Figure 1. Clock nets (run 1).
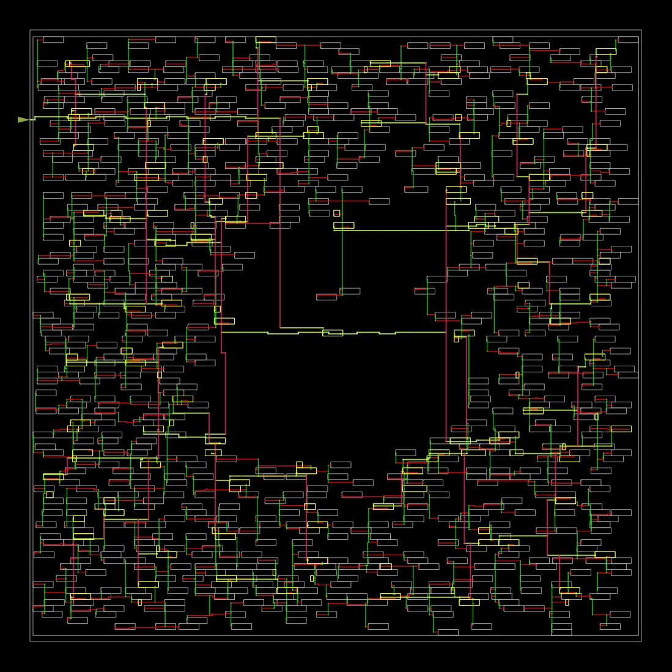
Figure 2. Routed metal per tile (run 1).
Scale bar: 100 um. The die is cut into 28 by 28 equal tiles; white is low, dark blue is high, scaled to the fullest tile. Values are wire area over tile area, all layers added.
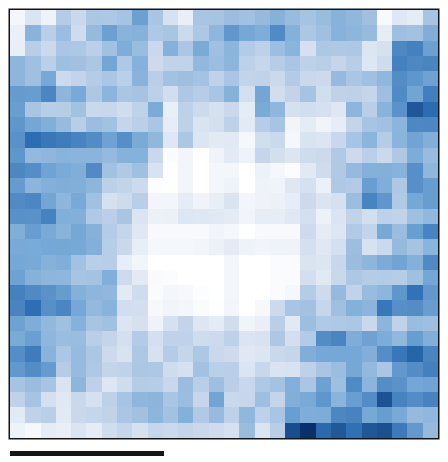
Figure 3. Met3 routing (run 1).
Cells faint in the background.
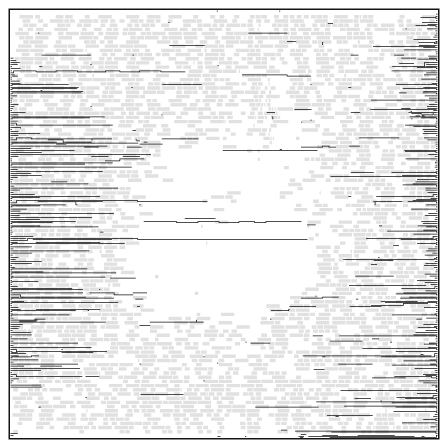
Figure 4. Layout detail (run 1).
Region (119, 119) to (159, 159) um. Cells in gray, sequential cells in the stronger gray; small squares are vias.
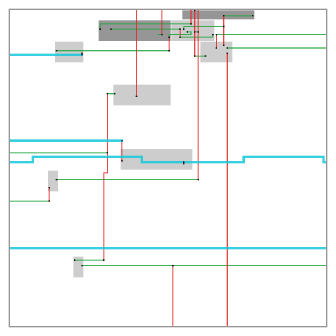
==> src/rtl/cacheline_adaptor.sv <==
// cacheline_adaptor: turns a 256-bit dcache line read/write into a 4-beat 64-bit memory burst.
// Latency: a request seen in IDLE at T drives read_o/write_o from T+1; pmem_resp 1 cycle after the 4th resp_i.
// Backpressure: memory stalls by withholding resp_i (beat count holds, no timeout); cache holds its request until pmem_resp.
// Optional feature: define CLA_POSTED_WRITE_EN to acknowledge writes at T+1 and run the burst in the background.
module cacheline_adaptor (
  input  logic         clk,
  input  logic         rst,
  input  logic         pmem_read,
  input  logic         pmem_write,
  input  logic [31:0]  pmem_address,
  input  logic [255:0] pmem_wdata,
  output logic [255:0] pmem_rdata,
  output logic         pmem_resp,
  input  logic [63:0]  burst_i,
  output logic [63:0]  burst_o,
  output logic [31:0]  address_o,
  output logic         read_o,
  output logic         write_o,
  input  logic         resp_i
);

  typedef enum logic [1:0] {
    S_IDLE  = 2'd0,
    S_READ  = 2'd1,
    S_WRITE = 2'd2,
    S_DONE  = 2'd3
  } state_t;

  state_t        r_state;
  logic [1:0]    r_cnt;
  logic [31:0]   r_addr;
  logic [191:0]  r_rbuf;    // beats 0..2 of the line in flight; beat 3 goes straight to r_rdata
  logic [255:0]  r_rdata;   // last completed read line, only updated when a read finishes
  logic [255:0]  r_wbuf;
  logic          r_read;
  logic          r_write;
  logic          r_resp;
`ifdef CLA_POSTED_WRITE_EN
  logic          r_posted;  // current WRITE burst was already acknowledged to the cache
`endif

  // Offset bits of the line address carry no information for a line-granular port.
  logic w_unused_addr_lsb;
  assign w_unused_addr_lsb = &{1'b0, pmem_address[4:0]};

  // Current write beat is selected from the latched line by the beat counter.
  logic [7:0] w_wofs;
  assign w_wofs = {r_cnt, 6'b0};

  assign burst_o    = r_wbuf[w_wofs +: 64];
  assign pmem_rdata = r_rdata;
  assign pmem_resp  = r_resp;
  assign address_o  = r_addr;
  assign read_o     = r_read;
  assign write_o    = r_write;

  // Request/burst sequencer; strobes are registered alongside the state so they follow it exactly.
  always_ff @(posedge clk or posedge rst) begin
    if (rst) begin
      r_state  <= S_IDLE;
      r_cnt    <= 2'd0;
      r_addr   <= 32'd0;
      r_rbuf   <= 192'd0;
      r_rdata  <= 256'd0;
      r_wbuf   <= 256'd0;
      r_read   <= 1'b0;
      r_write  <= 1'b0;
      r_resp   <= 1'b0;
`ifdef CLA_POSTED_WRITE_EN
      r_posted <= 1'b0;
`endif
    end else begin
      case (r_state)
        S_IDLE: begin
          // Write takes priority if both requests are raised together.
          if (pmem_write) begin
            r_addr <= {pmem_address[31:5], 5'b0};
            r_wbuf <= pmem_wdata;
            r_cnt  <= 2'd0;
`ifdef CLA_POSTED_WRITE_EN
            r_posted <= 1'b1;
            r_resp   <= 1'b1;
            r_state  <= S_DONE;
`else
            r_write  <= 1'b1;
            r_state  <= S_WRITE;
`endif
          end else if (pmem_read) begin
            r_addr  <= {pmem_address[31:5], 5'b0};
            r_cnt   <= 2'd0;
            r_read  <= 1'b1;
            r_state <= S_READ;
          end
        end

        S_READ: begin
          if (resp_i) begin
            r_cnt <= r_cnt + 2'd1;
            case (r_cnt)
              2'd0: r_rbuf[63:0]    <= burst_i;
              2'd1: r_rbuf[127:64]  <= burst_i;
              2'd2: r_rbuf[191:128] <= burst_i;
              default: begin
                r_rdata <= {burst_i, r_rbuf};
                r_read  <= 1'b0;
                r_resp  <= 1'b1;
                r_state <= S_DONE;
              end
            endcase
          end
        end

        S_WRITE: begin
          if (resp_i) begin
            r_cnt <= r_cnt + 2'd1;
            if (r_cnt == 2'd3) begin
              r_write <= 1'b0;
`ifdef CLA_POSTED_WRITE_EN
              if (r_posted) begin
                // Already acknowledged at acceptance: no second pulse.
                r_posted <= 1'b0;
                r_state  <= S_IDLE;
              end else begin
                r_resp  <= 1'b1;
                r_state <= S_DONE;
              end
`else
              r_resp  <= 1'b1;
              r_state <= S_DONE;
`endif
            end
          end
        end

        S_DONE: begin
          // Single-cycle acknowledge; requests still high here are the old ones and are not re-accepted.
          r_resp <= 1'b0;
`ifdef CLA_POSTED_WRITE_EN
          if (r_posted) begin
            r_cnt   <= 2'd0;
            r_write <= 1'b1;
            r_state <= S_WRITE;
          end else begin
            r_state <= S_IDLE;
          end
`else
          r_state <= S_IDLE;
`endif
        end

        default: begin
          r_read  <= 1'b0;
          r_write <= 1'b0;
          r_resp  <= 1'b0;
          r_state <= S_IDLE;
        end
      endcase
    end
  end

endmodule

==> config.mk <==
export PLATFORM = sky130hd
export DESIGN_NAME = cacheline_adaptor
export DESIGN_NICKNAME = d
export VERILOG_FILES = /design/src/rtl/cacheline_adaptor.sv
export SDC_FILE = /design/constraint.sdc
export NUM_CORES = 1
export LEC_CHECK = 0
export ABC_CLOCK_PERIOD_IN_PS = 44800
export CAP_MARGIN = 40
export CORE_UTILIZATION = 40
export DETAILED_ROUTE_END_ITERATION = 7
export PLACE_DENSITY = 0.65
export RECOVER_POWER = 50
export REMOVE_ABC_BUFFERS = 1
export SETUP_SLACK_MARGIN = 0.1
export SYNTH_ARGS = -nofsm -noshare
export SYNTH_HDL_FRONTEND = slang
export SYNTH_SLANG_ARGS = --single-unit
==> constraint.sdc <==
create_clock -name clk -period 44.8 [get_ports clk]
set_input_delay 13.44 -clock clk [delete_from_list [all_inputs] [get_ports clk]]
set_output_delay 13.44 -clock clk [all_outputs]
set_load 0.02 [all_outputs]
==> results.json, run 1 <==
{
  "post_cts_buffers": 0,
  "top_area_cell": "dfrtp_1",
  "initCoreUtil_pct": 40.7,
  "yosys.area_share.adder_pct": 0.452,
  "drive_gt1_share_pct": 33.3,
  "path_delay_family": "buffers and inverters",
  "cts_buffer_depth": 3,
  "xor_area_share_pct": 0,
  "n_fill_cell": 6026,
  "most-common-layout-cells": "dfrtp_1, mux2_2, clkdlybuf4s50_1",
  "grt_use_met1_pct": 24.3,
  "p_sw_w": 0.000923,
  "cp_max_fo": 165,
  "ios": 712,
  "setup_violations": 0,
  "vias": 17100,
  "violations": "capacitance limit, slew limit",
  "synthTopLogicFamily": "multiplexers",
  "wl_mm": 79.7,
  "ys_top_cells_by_area": "dfrtp_1, mux2_2, mux2_4",
  "fin_area_sq_mm": 0.0406,
  "grt_max_degree": 169,
  "largestClassByArea": "flip-flops and latches",
  "postSynthSeqShare_pct": 60.7,
  "cts_tree": "done",
  "comb_power_share_pct": 37.9,
  "yosysWarnings": 0,
  "place_congestion": 0.829,
  "overflow": 0,
  "final_cell_count_no_fill": 3443,
  "port_buffers": 701,
  "critPathArrivalTime_ns": 25.07,
  "htree_levels": 3,
  "grt_setup_unrepaired": "no",
  "clock_area_share_pct": 6.88,
  "drc": 0,
  "slew_viol_final": 715,
  "critPathLaunchType": "input pin",
  "maxCapViolations": 10,
  "nonClkBufAreaFrac_pct": 18.0,
  "buffers": 725,
  "mi_logic_area_sq_mm": 0.0107,
  "synthArstFlopShare_pct": 100,
  "worst_skew_pair.late_latency_ns": 0.63,
  "inverters": 6,
  "status": "finished with violations",
  "synth_top_area_share_pct": 60.7,
  "netlist_instances": 1683,
  "cp_common_cell": "clkbuf_1"
}
## Picture notes: Figure 1
worst clock skew: 0.0304 ns
P_clk: 0.000684 W

## Picture notes: Figure 2
nearly empty tiles = 3.7%
mean over tiles = 0.17
tiles over half the peak = 18%
emptiest ninth of the die = middle
fullest tile = 0.52
densest ninth of the die = bottom right

## Picture notes: Figure 3
longest straight run = 110 um
wire length on this layer = 8100 um
main direction = horizontal
nets with wire on the layer = 399

## Picture notes: Figure 4
M3 -> cyan
M2 -> red
M1 -> green
most frequent = clkbuf_1 (2)
sequential cells in the window = 1
netlist names of flops here include = pmem_rdata (1)
cells with their middle in the window = 8

[run 1: worst paths after layout]
| kind | from | to | slack [ns] | cells after the start |
|---|---|---|---|---|
| hold / removal | r_rbuf[48]$_DFFE_PP0P_ | pmem_rdata[48]$_DFFE_PP0P_ | 0.47 | 1 |
| hold reg to reg | r_rbuf[48]$_DFFE_PP0P_ | pmem_rdata[48]$_DFFE_PP0P_ | 0.47 | 1 |
| min in group asynchronous | rst | pmem_rdata[221]$_DFFE_PP0P_ | 13.20 | 2 |
| setup / recovery | rst | r_cnt[0]$_DFFE_PP0P_ | 17.10 | 4 |
| max in group clk | resp_i | pmem_rdata[250]$_DFFE_PP0P_ | 22.96 | 6 |
| setup reg to reg | r_cnt[0]$_DFFE_PP0P_ | pmem_rdata[250]$_DFFE_PP0P_ | 35.52 | 6 |
Figure 5. Clock wires, drivers and flops (run 1).
Scale bar: 100 um.
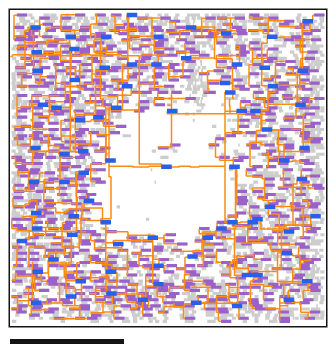

--- run 2 (diff from run 1) ---
--- a/config.mk
+++ b/config.mk
@@ -5,7 +5,7 @@
 export SDC_FILE = /design/constraint.sdc
 export NUM_CORES = 1
 export LEC_CHECK = 0
-export ABC_CLOCK_PERIOD_IN_PS = 44800
+export ABC_CLOCK_PERIOD_IN_PS = 25500
 export CAP_MARGIN = 40
 export CORE_UTILIZATION = 40
 export DETAILED_ROUTE_END_ITERATION = 7
==> constraint.sdc (replaced) <==
create_clock -name clk -period 25.5 [get_ports clk]
set_input_delay 7.65 -clock clk [delete_from_list [all_inputs] [get_ports clk]]
set_output_delay 7.65 -clock clk [all_outputs]
set_load 0.02 [all_outputs]
Figure 6. Clock wires, drivers and flops (run 2).
Scale bar: 100 um.
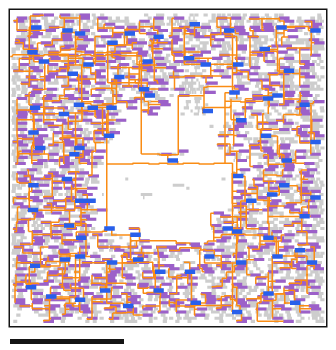
clock-net drivers -> blue  # count 83
flip-flops -> purple  # count 738
clock wires -> orange  # length 9570 um
routed clock nets = 84

==> run 2 against run 1 <==
The flow still finishes with violations (capacitance limit, slew limit). Wire length increased by 1.2%. Critical endpoint is now pmem_rdata[174]$_DFFE_PP0P_. Sequential share of layout area fell by 0.27 points. Global-route usage grew 0.35 points. Largest cell class unchanged. Synthesized cell count unchanged. Non-clock buffer count rose by 6. Highest routed layer unchanged. Critical path type unchanged. Count of clock-buffer cells in the layout down 4. Clock power grew 81%.
==> results.json, run 2 <==
{
  "reg2reg_slack_ns": 20.14,
  "path_delay_family": "buffers and inverters",
  "cts_buffer_depth": 3,
  "maxCapViolations": 12,
  "startpoint": "rst",
  "slew_viol_final": 606,
  "fin_skew_ns": 0.0309,
  "grt_use_met1_pct": 25.0,
  "r2r_cells": 6,
  "crit_path_end": "pmem_rdata[174]$_DFFE_PP0P_",
  "min_to": "pmem_rdata[18]$_DFFE_PP0P_",
  "violations": "capacitance limit, slew limit",
  "xor_area_share_pct": 0,
  "top_area_cell": "dfrtp_1",
  "yosysWarnings": 0,
  "fin_area_sq_mm": 0.0408,
  "ys_top_cells_by_area": "dfrtp_1, mux2_2, mux2_4",
  "status": "finished with violations",
  "min_path_cells": 1,
  "cp_max_fo": 92,
  "htree_levels": 3,
  "netlist_instances": 1683,
  "postSynthSeqShare_pct": 60.7,
  "mi_logic_area_sq_mm": 0.0108,
  "grt_setup_unrepaired": "no",
  "port_buffers": 701,
  "cts_tree": "done"
}
## run 2: cell counts after synthesis
No cell type changed its count.
## run 2: power groups by stage
stage	clock network (W)	logic, W	registers [W]
4_1_cts	0.00127	0.00205	0.00200
2_1_floorplan	0	0.00104	0.00215
5_1_grt	0.00132	0.00207	0.00205
3_3_place_gp	0	0.00200	0.00197
3_5_place_dp	0	0.00204	0.00201
6_report	0.00124	0.00195	0.00198
## run 2: area by class of cell
type	count	share of cell area (%)
Sequential cell	738	45.3
Multi-Input combinational cell	844	26.5
Timing Repair Buffer	731	18.0
Clock buffer	117	5.92
Tap cell	969	2.97
Clock inverter	33	1.16
Antenna cell	11	0.0675
Inverter	6	0.0583
Power figures rest on the tool's default switching activity, not on a simulated workload.
